<file path="src/rtl/xlr8_button_reader_pkg.sv">
// ============================================================================
// Module   : xlr8_io_pkg
// Brief    : Shared timing constants and event encodings for board I/O logic.
// Revision : 1.0 - initial release
// ============================================================================
`default_nettype none

package xlr8_io_pkg;

    localparam int   CLK_HZ        = 16000000;
    localparam int   DEBOUNCE_1MS  = 16000;
    localparam int   LONG_PRESS_1S = 16000000;
    localparam logic EV_RELEASE    = 1'b0;
    localparam logic EV_PRESS      = 1'b1;

    // Channel-index width, never narrower than one bit.
    function automatic int idx_width(input int n);
        return (n > 1) ? $clog2(n) : 1;
    endfunction

endpackage

`default_nettype wire

</file>
<file path="src/rtl/xlr8_button_reader_if.sv">
// ============================================================================
// Module   : xlr8_button_reader_if
// Brief    : One-deep valid/ready button-event channel.
// Revision : 1.0 - initial release
// ============================================================================
`default_nettype none

interface xlr8_button_reader_if #(
    parameter int IDX_W = 3
);
    logic             event_valid;
    logic             event_ready;
    logic [IDX_W-1:0] event_index;
    logic             event_is_press;

    modport master (output event_valid, output event_index, output event_is_press,
                    input  event_ready);
    modport slave  (input  event_valid, input  event_index, input  event_is_press,
                    output event_ready);
endinterface

`default_nettype wire

</file>
<file path="src/rtl/xlr8_button_reader_debounce_channel.sv">
// ============================================================================
// Module   : xlr8_debounce_channel
// Brief    : Two-flop synchroniser, debounce counter, press/release pulses and
//            optional hold counter (XLR8_LONG_PRESS_EN).
// Revision : 1.0 - initial release
// ============================================================================
`default_nettype none

module xlr8_debounce_channel
    import xlr8_io_pkg::*;
#(
    parameter int DEBOUNCE_CYCLES   = DEBOUNCE_1MS,
    parameter bit ACTIVE_LOW        = 1'b1,
    parameter int LONG_PRESS_CYCLES = LONG_PRESS_1S
) (
    input  wire  CLOCK,
    input  wire  RESET,
    input  wire  raw_in,
    output logic level,
    output logic press,
    output logic release_pulse,
    output logic long_press
);
    localparam int               c_CNT_W   = $clog2(DEBOUNCE_CYCLES + 1);
    localparam logic [c_CNT_W-1:0] c_CNT_MAX = c_CNT_W'(DEBOUNCE_CYCLES - 1);
    localparam logic             c_INACTIVE = ACTIVE_LOW;

    logic               r_sync1;
    logic               r_sync2;
    logic [c_CNT_W-1:0] r_cnt;
    logic               r_level;
    logic               r_press;
    logic               r_release;
    logic               w_s;

    // Normalise the pin to active-high after synchronisation.
    assign w_s = r_sync2 ^ c_INACTIVE;

    always_ff @(posedge CLOCK or posedge RESET) begin
        if (RESET) begin
            r_sync1   <= c_INACTIVE;
            r_sync2   <= c_INACTIVE;
            r_cnt     <= '0;
            r_level   <= 1'b0;
            r_press   <= 1'b0;
            r_release <= 1'b0;
        end else begin
            r_sync1   <= raw_in;
            r_sync2   <= r_sync1;
            r_press   <= 1'b0;
            r_release <= 1'b0;
            if (w_s == r_level) begin
                r_cnt <= '0;
            end else if (r_cnt == c_CNT_MAX) begin
                r_level   <= w_s;
                r_cnt     <= '0;
                r_press   <= w_s;
                r_release <= ~w_s;
            end else begin
                r_cnt <= r_cnt + 1'b1;
            end
        end
    end

    assign level         = r_level;
    assign press         = r_press;
    assign release_pulse = r_release;

`ifdef XLR8_LONG_PRESS_EN
    localparam int                  c_HOLD_W   = $clog2(LONG_PRESS_CYCLES + 1);
    localparam logic [c_HOLD_W-1:0] c_HOLD_MAX = c_HOLD_W'(LONG_PRESS_CYCLES);

    logic [c_HOLD_W-1:0] r_hold;
    logic                r_long;

    // Saturates at the threshold so the pulse fires once per hold.
    always_ff @(posedge CLOCK or posedge RESET) begin
        if (RESET) begin
            r_hold <= '0;
            r_long <= 1'b0;
        end else begin
            r_long <= 1'b0;
            if (!r_level) begin
                r_hold <= '0;
            end else if (r_hold != c_HOLD_MAX) begin
                r_hold <= r_hold + 1'b1;
                r_long <= (r_hold == c_HOLD_MAX - 1'b1);
            end
        end
    end

    assign long_press = r_long;
`else
    localparam bit c_LONG_EN = (LONG_PRESS_CYCLES < 0);
    assign long_press = c_LONG_EN;
`endif

endmodule

`default_nettype wire

</file>
<file path="src/rtl/xlr8_button_reader.sv">
// ============================================================================
// Module   : xlr8_button_reader
// Brief    : Debounced button inputs with press/release pulses, a one-deep
//            event register and sticky overflow. Long-press: XLR8_LONG_PRESS_EN.
// Revision : 1.0 - initial release
// ============================================================================
`default_nettype none

module xlr8_button_reader
    import xlr8_io_pkg::*;
#(
    parameter int N_INPUTS          = 6,
    parameter int DEBOUNCE_CYCLES   = DEBOUNCE_1MS,
    parameter bit ACTIVE_LOW        = 1'b1,
    parameter int LONG_PRESS_CYCLES = LONG_PRESS_1S
) (
    input  wire                 CLOCK,
    input  wire                 RESET,
    input  wire  [N_INPUTS-1:0] raw_in,
    output logic [N_INPUTS-1:0] level,
    output logic [N_INPUTS-1:0] press,
    output logic [N_INPUTS-1:0] release_pulse,
    output logic [N_INPUTS-1:0] long_press,
    output logic                overflow,
    input  wire                 overflow_clear,
    xlr8_button_reader_if.master ev
);
    localparam int c_IDX_W = idx_width(N_INPUTS);

    logic [N_INPUTS-1:0] w_edge;
    logic [c_IDX_W-1:0]  w_idx;
    logic                w_any;
    logic                w_multi;
    logic                w_load;
    logic                w_drop;
    logic                r_valid;
    logic [c_IDX_W-1:0]  r_idx;
    logic                r_is_press;
    logic                r_overflow;

    genvar gi;
    generate
        for (gi = 0; gi < N_INPUTS; gi++) begin : g_ch
            xlr8_debounce_channel #(
                .DEBOUNCE_CYCLES  (DEBOUNCE_CYCLES),
                .ACTIVE_LOW       (ACTIVE_LOW),
                .LONG_PRESS_CYCLES(LONG_PRESS_CYCLES)
            ) u_ch (
                .CLOCK        (CLOCK),
                .RESET        (RESET),
                .raw_in       (raw_in[gi]),
                .level        (level[gi]),
                .press        (press[gi]),
                .release_pulse(release_pulse[gi]),
                .long_press   (long_press[gi])
            );
        end
    endgenerate

    assign w_edge = press | release_pulse;

    // Lowest-index pulsing channel wins; scan high to low so it is written last.
    always_comb begin
        w_idx = '0;
        for (int i = N_INPUTS - 1; i >= 0; i--) begin
            if (w_edge[i]) begin
                w_idx = c_IDX_W'(i);
            end
        end
    end

    assign w_any   = |w_edge;
    assign w_multi = |(w_edge & (w_edge - 1'b1));
    assign w_load  = w_any && (!r_valid || ev.event_ready);
    assign w_drop  = (w_any && !w_load) || (w_load && w_multi);

    always_ff @(posedge CLOCK or posedge RESET) begin
        if (RESET) begin
            r_valid    <= 1'b0;
            r_idx      <= '0;
            r_is_press <= 1'b0;
            r_overflow <= 1'b0;
        end else begin
            if (w_load) begin
                r_valid    <= 1'b1;
                r_idx      <= w_idx;
                r_is_press <= press[w_idx] ? EV_PRESS : EV_RELEASE;
            end else if (ev.event_ready) begin
                r_valid <= 1'b0;
            end
            // A drop in the same cycle as a clear keeps the flag set.
            if (w_drop) begin
                r_overflow <= 1'b1;
            end else if (overflow_clear) begin
                r_overflow <= 1'b0;
            end
        end
    end

    assign ev.event_valid    = r_valid;
    assign ev.event_index    = r_idx;
    assign ev.event_is_press = r_is_press;
    assign overflow          = r_overflow;

endmodule

`default_nettype wire

</file>
<file path="src/flat_wrapper.sv">
// flat-port wrapper written by rule: the top's interface ports become plain ports
module xlr8_button_reader_flat import xlr8_io_pkg::*;
#(
    parameter int N_INPUTS          = 6,
    parameter int DEBOUNCE_CYCLES   = DEBOUNCE_1MS,
    parameter bit ACTIVE_LOW        = 1'b1,
    parameter int LONG_PRESS_CYCLES = LONG_PRESS_1S
)
  (CLOCK, RESET, raw_in, level, press, release_pulse, long_press, overflow, overflow_clear, ev_event_valid, ev_event_index, ev_event_is_press, ev_event_ready);
  xlr8_button_reader_if #(.IDX_W(3)) ev_i ();
  input  wire CLOCK;
  input  wire RESET;
  input  wire  [N_INPUTS-1:0] raw_in;
  output logic [N_INPUTS-1:0] level;
  output logic [N_INPUTS-1:0] press;
  output logic [N_INPUTS-1:0] release_pulse;
  output logic [N_INPUTS-1:0] long_press;
  output logic overflow;
  input  wire overflow_clear;
  output wire logic [$bits(ev_i.event_valid)-1:0] ev_event_valid;
  output wire logic [$bits(ev_i.event_index)-1:0] ev_event_index;
  output wire logic [$bits(ev_i.event_is_press)-1:0] ev_event_is_press;
  input wire logic [$bits(ev_i.event_ready)-1:0] ev_event_ready;
  assign ev_event_valid = ev_i.event_valid;
  assign ev_event_index = ev_i.event_index;
  assign ev_event_is_press = ev_i.event_is_press;
  assign ev_i.event_ready = ev_event_ready;
  xlr8_button_reader #(.N_INPUTS(N_INPUTS), .DEBOUNCE_CYCLES(DEBOUNCE_CYCLES), .ACTIVE_LOW(ACTIVE_LOW), .LONG_PRESS_CYCLES(LONG_PRESS_CYCLES)) u_core (.CLOCK(CLOCK), .RESET(RESET), .raw_in(raw_in), .level(level), .press(press), .release_pulse(release_pulse), .long_press(long_press), .overflow(overflow), .overflow_clear(overflow_clear), .ev(ev_i));
endmodule
</file>
<file path="config.mk">
export PLATFORM = sky130hd
export DESIGN_NAME = xlr8_button_reader_flat
export DESIGN_NICKNAME = d
export VERILOG_FILES = /design/src/rtl/xlr8_button_reader_pkg.sv /design/src/rtl/xlr8_button_reader_if.sv /design/src/rtl/xlr8_button_reader_debounce_channel.sv /design/src/rtl/xlr8_button_reader.sv /design/src/flat_wrapper.sv
export SDC_FILE = /design/constraint.sdc
export NUM_CORES = 1
export LEC_CHECK = 0
export CAP_MARGIN = 20
export CORE_MARGIN = 5
export CORE_UTILIZATION = 55
export CTS_BUF_LIST = sky130_fd_sc_hd__clkbuf_4
export DETAILED_ROUTE_END_ITERATION = 8
export DONT_BUFFER_PORTS = 1
export PLACE_DENSITY = 0.7
export REMOVE_ABC_BUFFERS = 1
export SETUP_SLACK_MARGIN = 0.02
export SYNTH_ARGS = -nofsm -noshare
export SYNTH_HDL_FRONTEND = slang
export SYNTH_SLANG_ARGS = --single-unit
</file>
<file path="constraint.sdc">
create_clock -name CLOCK -period 3.7 [get_ports CLOCK]
set_input_delay 0.74 -clock CLOCK [delete_from_list [all_inputs] [get_ports CLOCK]]
set_output_delay 0.74 -clock CLOCK [all_outputs]
set_load 0.05 [all_outputs]
</file>
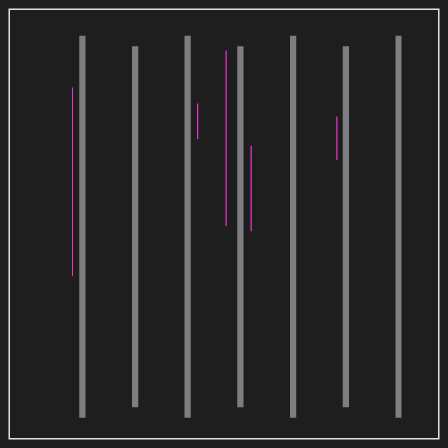
*The metal 4 layer, run 1*
Supply wires on this layer in gray.
longest straight run = 48.3 um
nets with wire on the layer = 2
main direction = vertical

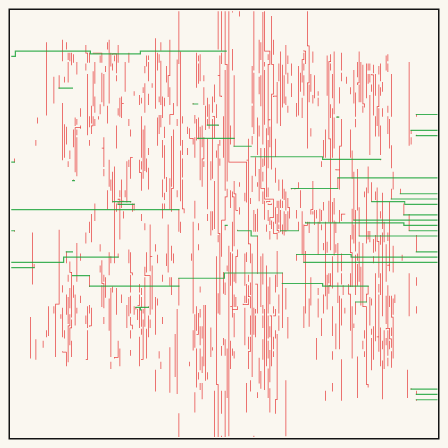
*Routed metal, one color a layer, run 1*
Two of the layers only.
met2 -> red  # wire length 4,390 um
met3 -> green  # wire length 578 um
Routed Wire Length: 9200 um
Avg WL per Cell: 13.7 um
global-route total usage across every layer: 0.174

==> flow_summary.rst, run 1 <==
Synthesis and place-and-route
=============================

.. list-table::
   :header-rows: 1

   * - Metric
     - Value
   * - Cts bufs inserted
     - 17
   * - Port bufs
     - 0
   * - Area added between synthesis and finish
     - 5.82%
   * - Global routing met2 resource utilization
     - 0.269
   * - Highest-count logic cell in the final layout
     - sky130_fd_sc_hd__dfrtp_1
   * - Sink count of the clock tree
     - ~120
   * - Tool warning count
     - 25
   * - Cell depth of the worst setup path
     - 5
   * - Invs w/o clock
     - 16
   * - Pin slew with the least headroom to its limit
     - approximately 700 ps
   * - Total non-filler cell area in the finished layout
     - 0.00585 mm^2
   * - Gate power share
     - 0.034
   * - Post-Place Setup Slack
     - 1700 ps
   * - Yosys cell count
     - 533
   * - DRC errors left
     - 0
   * - Layout non-clock buf frac
     - 0.00342
   * - Worst setup path class
     - flop to flop
   * - Io pins
     - 40
   * - Overall Power
     - 2.52 mW
   * - Compound-Gate Fraction of Synth Area
     - 0.0174
   * - Cell taking the most area after synthesis
     - sky130_fd_sc_hd__dfrtp_1
   * - Global routing usage on met1
     - 0.220
   * - Part of the total power dissipated in sequential elements
     - 0.540
   * - Share of the yosys chip area belonging to registers
     - 0.546
   * - Filler cell count in the final layout
     - 830
   * - Minimum clock period
     - 2030 ps
   * - Final max-slew violation count
     - 0
   * - Met2 layer wire length in the routed design
     - 4390 um
   * - Final setup violation count
     - 0
   * - Cell class contributing the biggest share of worst-path delay
     - simple AND/OR/NAND/NOR gates
   * - Detailed-route wire length on metal 1
     - 4100 um
   * - Final cell count without fillers
     - 674
   * - Y dimension of the die
     - 110 um
   * - Skew final
     - 16.8 ps
   * - Gpl congestion
     - 0.810
   * - XOR Share, Synth
     - 0.124
   * - Adder Area Share
     - 0.0136
   * - Number of global-route vias before repair
     - 3,451
   * - Smallest hold slack
     - 201 ps
   * - Setup repair after global routing missed its margin
     - no
   * - Critical path required time
     - 4090 ps
   * - Number of nets with antenna violations after routing
     - 0
   * - Total negative setup slack
     - 0 ps
   * - Worst flop-to-flop path startpoint
     - u_core.g_ch[4].u_ch.press$_DFF_PP0_
   * - Most flops, register
     - u_core.g_ch.u_ch.r_cnt
   * - Element type at the critical path end
     - flop
   * - Multi-input gates
     - about 370
   * - Final design utilization
     - 0.598
   * - Basic Gates by Area
     - 0.235
   * - Yosys top cell by instances
     - sky130_fd_sc_hd__dfrtp_1
   * - Top flip-flop cell by instance count after synthesis
     - sky130_fd_sc_hd__dfrtp_1
   * - Sequential logic power
     - 1.36 mW
   * - Die footprint
     - roughly 0.012 mm^2
   * - Net Sw Frac
     - 0.216
   * - Net count of the finished layout
     - 544
   * - Sequential share of cell area
     - 0.516
   * - Via density
     - 5.21
   * - TritonCTS clock tree
     - yes
   * - Share of flip-flops with an asynchronous set or reset after synthesis
     - 1.00
   * - Max power group
     - sequential cells
   * - Crit path to
     - u_core.ev.event_index[0]$_DFFE_PP0P_
   * - Largest cell class by area
     - registers
   * - Mux contribution to synthesized area
     - 0.0129
   * - CP startpoint kind
     - flop
   * - Number of cells on the worst reg-to-reg path
     - 5
   * - Number of enable-type register cells in the synthesized netlist
     - 0
   * - Comb. cell area
     - 0.00225 mm^2
   * - Number of signal-net buffers in the layout
     - 1
   * - Worst setup startpoint
     - u_core.g_ch[4].u_ch.press$_DFF_PP0_
   * - Power of the combinational group
     - between 80 and 90 uW
   * - DRT Pass-1 Iters
     - 4
   * - Syn Inst Count
     - 533
   * - Internal power of the cells
     - 1.98 mW
   * - Area of the synthesized netlist per yosys stat
     - 0.00552 mm^2
   * - Worst setup slack after layout
     - 1670 ps
   * - Share of layout cells above drive strength 1
     - 0.111
   * - Highest routing layer actually used
     - met4
   * - Die width
     - 110 um
   * - Cell Chain, Critical Path
     - or4_4 > nand2b_4 > nor2_4 > nor2_2 > mux2_1
   * - Number of setup buffers added after CTS
     - 0
   * - Result of the run
     - completed
   * - Number of synthesized register bits
     - 120
   * - Worst min-delay path class
     - input port to async pin
   * - FF-to-FF End
     - u_core.ev.event_index[0]$_DFFE_PP0P_
   * - Headroom to the max-slew limit
     - 0.536
   * - Power density relative to cell area
     - between 400 and 500 mW/mm^2
   * - Worst path buffer plus inverter count
     - 0
   * - Mapped Area
     - 0.00552 mm^2
   * - Total overflow reported by the global router
     - 0
   * - Post-route fraction of the period consumed by the critical path
     - 0.548
   * - Pleak
     - between 2 and 3 nW
   * - Cts hold-fix bufs
     - 0
   * - Layout clock buffer count
     - 20
   * - Number of flip-flops in the largest register
     - 84
   * - CP arrival
     - about 2400 ps
   * - Yosys cell types
     - 43
   * - Wire length of the first global-routing pass
     - 16,200 um
   * - Avg Synthesized Cell Area
     - 10.4 um^2
   * - 1st-iter DRT viols
     - approximately 190
   * - Busiest layer in global routing
     - met2
   * - Number of tapcells
     - 133
   * - Number of hold violations in the final report
     - 0
   * - Number of max-cap violations
     - 0
   * - DP Wirelength
     - around 6400 um
   * - Maximum fanout along the worst path
     - 5
   * - Longest individual stage delay on the worst path
     - 640 ps
   * - Post-cts sizing count
     - 0
   * - Via count
     - 3,514
   * - Total of warnings raised by yosys
     - 0
   * - Antenna diode count
     - 0
   * - Peak supply drop
     - 354 uV
   * - Flop area
     - 0.00302 mm^2
   * - Cell at the root of the clock tree
     - sky130_fd_sc_hd__clkbuf_4
   * - Biggest area cells
     - sky130_fd_sc_hd__dfrtp_1 49%, sky130_fd_sc_hd__xor2_1 7.5%, sky130_fd_sc_hd__nor2_1 6.9%
   * - Global-route met3 utilization
     - 0.0664
   * - Largest combinational cell category by area
     - simple AND/OR/NAND/NOR gates
   * - Fraction of area in multi-input gates
     - 0.384
   * - Placed instance count
     - around 640
   * - Switching power
     - 543 uW
   * - Share of the core filled by cells before placement
     - 0.565
   * - Core Box Area
     - 0.00977 mm^2
   * - Instance area after placement
     - 0.00551 mm^2
   * - Initial antenna violation count
     - 0
   * - Number of H-tree levels
     - 4
   * - Longest Clk Path Bufs
     - 2
   * - Count of standard-cell rows
     - 36
   * - Register-to-register setup slack
     - 1670 ps
   * - Max-area cell share
     - 0.489
   * - Clock-pin slew on the worst setup and hold paths
     - ~100 ps
   * - Leading cell types in the layout, fill and taps excluded
     - 108 x sky130_fd_sc_hd__dfrtp_1, 101 x sky130_fd_sc_hd__nor2_1, 47 x sky130_fd_sc_hd__xor2_1, 37 x sky130_fd_sc_hd__nand2_1, 31 x sky130_fd_sc_hd__xnor2_1
   * - Met3 WL post-DR
     - 577 um
   * - CP max stage cell
     - sky130_fd_sc_hd__or4_4
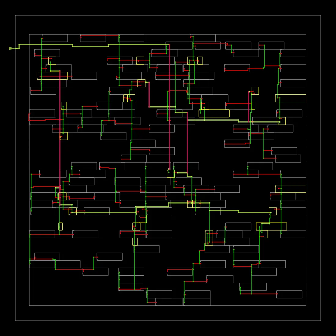
*The clock network, run 1*
clock-net power: 1.07 mW
layout sequential cell count: 120
worst skew pair latency: 520 ps

==> inputs of run 2 (changes only) <==
Clock period 3.7 ns to 1.7 ns, I/O delays scaled along.
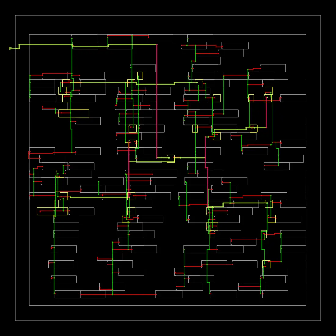
*The clock network, run 2*
cts bufs inserted: 17
worst skew pair latency: 510 ps

==> run 2 against run 1 <==
Routed wire length is 14% higher. Global-route usage is 1.3 points higher. Sequential power is 120% higher.
==> flow_summary.rst, run 2 <==
Synthesis and place-and-route
=============================

.. list-table::
   :header-rows: 1

   * - Metric
     - Value
   * - Result of the run
     - completed
   * - Number of tapcells
     - 133
   * - Worst path buffer plus inverter count
     - 0
   * - Filler cell count in the final layout
     - roughly 760
   * - Cell taking the most area after synthesis
     - sky130_fd_sc_hd__dfrtp_1
   * - Max-area cell share
     - 0.489
   * - Yosys cell count
     - approximately 530
   * - Via count
     - 3,858
   * - Yosys cell types
     - about 43
   * - Layout sequential cell count
     - 120
   * - Total negative setup slack
     - 0 ps
   * - Sink count of the clock tree
     - 120
   * - Final setup violation count
     - 0
   * - Met3 WL post-DR
     - 565 um
   * - Pin slew with the least headroom to its limit
     - roughly 540 ps
   * - Gate power share
     - 0.051
   * - CP startpoint kind
     - flop
   * - Mapped Area
     - 0.00552 mm^2
   * - Number of H-tree levels
     - 4
   * - Pleak
     - just under 3 nW
   * - Share of flip-flops with an asynchronous set or reset after synthesis
     - 1.00
   * - Worst setup path class
     - flop to flop
   * - Initial antenna violation count
     - 0
   * - Cell depth of the worst setup path
     - 5
   * - Io pins
     - 40
   * - DRT Pass-1 Iters
     - 6
   * - Net count of the finished layout
     - between 600 and 700
   * - Cell at the root of the clock tree
     - sky130_fd_sc_hd__clkbuf_4
   * - Final max-slew violation count
     - 0
   * - Layout clock buffer count
     - 21
   * - Headroom to the max-slew limit
     - 0.636
   * - Top flip-flop cell by instance count after synthesis
     - sky130_fd_sc_hd__dfrtp_1
   * - Element type at the critical path end
     - flop
   * - Worst setup slack after layout
     - between 40 and 50 ps
   * - Die width
     - between 100 and 150 um
   * - Worst setup startpoint
     - u_core.g_ch[4].u_ch.press$_DFF_PP0_
   * - Minimum clock period
     - 1660 ps
   * - Syn Inst Count
     - 533
   * - Detailed-route wire length on metal 1
     - roughly 4700 um
   * - Sequential share of cell area
     - 0.473
   * - Tool warning count
     - 26
   * - Part of the total power dissipated in sequential elements
     - 0.576
   * - Biggest area cells
     - sky130_fd_sc_hd__dfrtp_1 49%, sky130_fd_sc_hd__xor2_1 7.5%, sky130_fd_sc_hd__nor2_1 6.9%
   * - Met2 layer wire length in the routed design
     - 5040 um
   * - Avg Synthesized Cell Area
     - 10.4 um^2
   * - Overall Power
     - about 5.1 mW
   * - Number of setup buffers added after CTS
     - 0
   * - Placed instance count
     - 693
   * - Basic Gates by Area
     - 0.235
   * - Post-route fraction of the period consumed by the critical path
     - 0.975
   * - Number of global-route vias before repair
     - 3,826
   * - Flop area
     - 0.00302 mm^2
   * - DP Wirelength
     - 7280 um
   * - Wire length of the first global-routing pass
     - between 15,000 and 20,000 um
   * - TritonCTS clock tree
     - yes
   * - Global-route total usage across every layer
     - 0.187
   * - Worst min-delay path class
     - input port to flop
   * - Total non-filler cell area in the finished layout
     - 0.00639 mm^2
   * - Most flops, register
     - u_core.g_ch.u_ch.r_cnt
   * - Power density relative to cell area
     - 803 mW/mm^2
   * - CP arrival
     - 2070 ps
   * - Post-cts sizing count
     - 2
   * - Port bufs
     - 0
   * - XOR Share, Synth
     - 0.124
   * - Share of the yosys chip area belonging to registers
     - 0.546
   * - Compound-Gate Fraction of Synth Area
     - 0.0174
   * - Global routing usage on met1
     - 0.228
   * - Avg WL per Cell
     - 14.2 um
   * - Number of cells on the worst reg-to-reg path
     - 5
   * - Worst flop-to-flop path startpoint
     - u_core.g_ch[4].u_ch.press$_DFF_PP0_
   * - Die footprint
     - about 0.012 mm^2
   * - Global routing met2 resource utilization
     - 0.302
   * - Clock-net power
     - 1.91 mW
   * - Power of the combinational group
     - 263 uW
   * - Register-to-register setup slack
     - 40 ps
   * - Sequential logic power
     - between 2 and 3 mW
   * - Longest Clk Path Bufs
     - 2
   * - Instance area after placement
     - between 0.005 and 0.006 mm^2
   * - Number of flip-flops in the largest register
     - around 84
   * - Area of the synthesized netlist per yosys stat
     - between 0.005 and 0.006 mm^2
   * - FF-to-FF End
     - u_core.ev.event_index[0]$_DFFE_PP0P_
   * - Adder Area Share
     - 0.0136
   * - Highest-count logic cell in the final layout
     - sky130_fd_sc_hd__dfrtp_1
   * - Mux contribution to synthesized area
     - 0.0129
   * - Skew final
     - ~18 ps
   * - Busiest layer in global routing
     - met2
   * - Cell Chain, Critical Path
     - or4_4 > nand2b_4 > nor2_4 > nor2_2 > mux2_4
   * - Highest routing layer actually used
     - met4
No activity file was given, so power comes from the tool's default toggle rates.
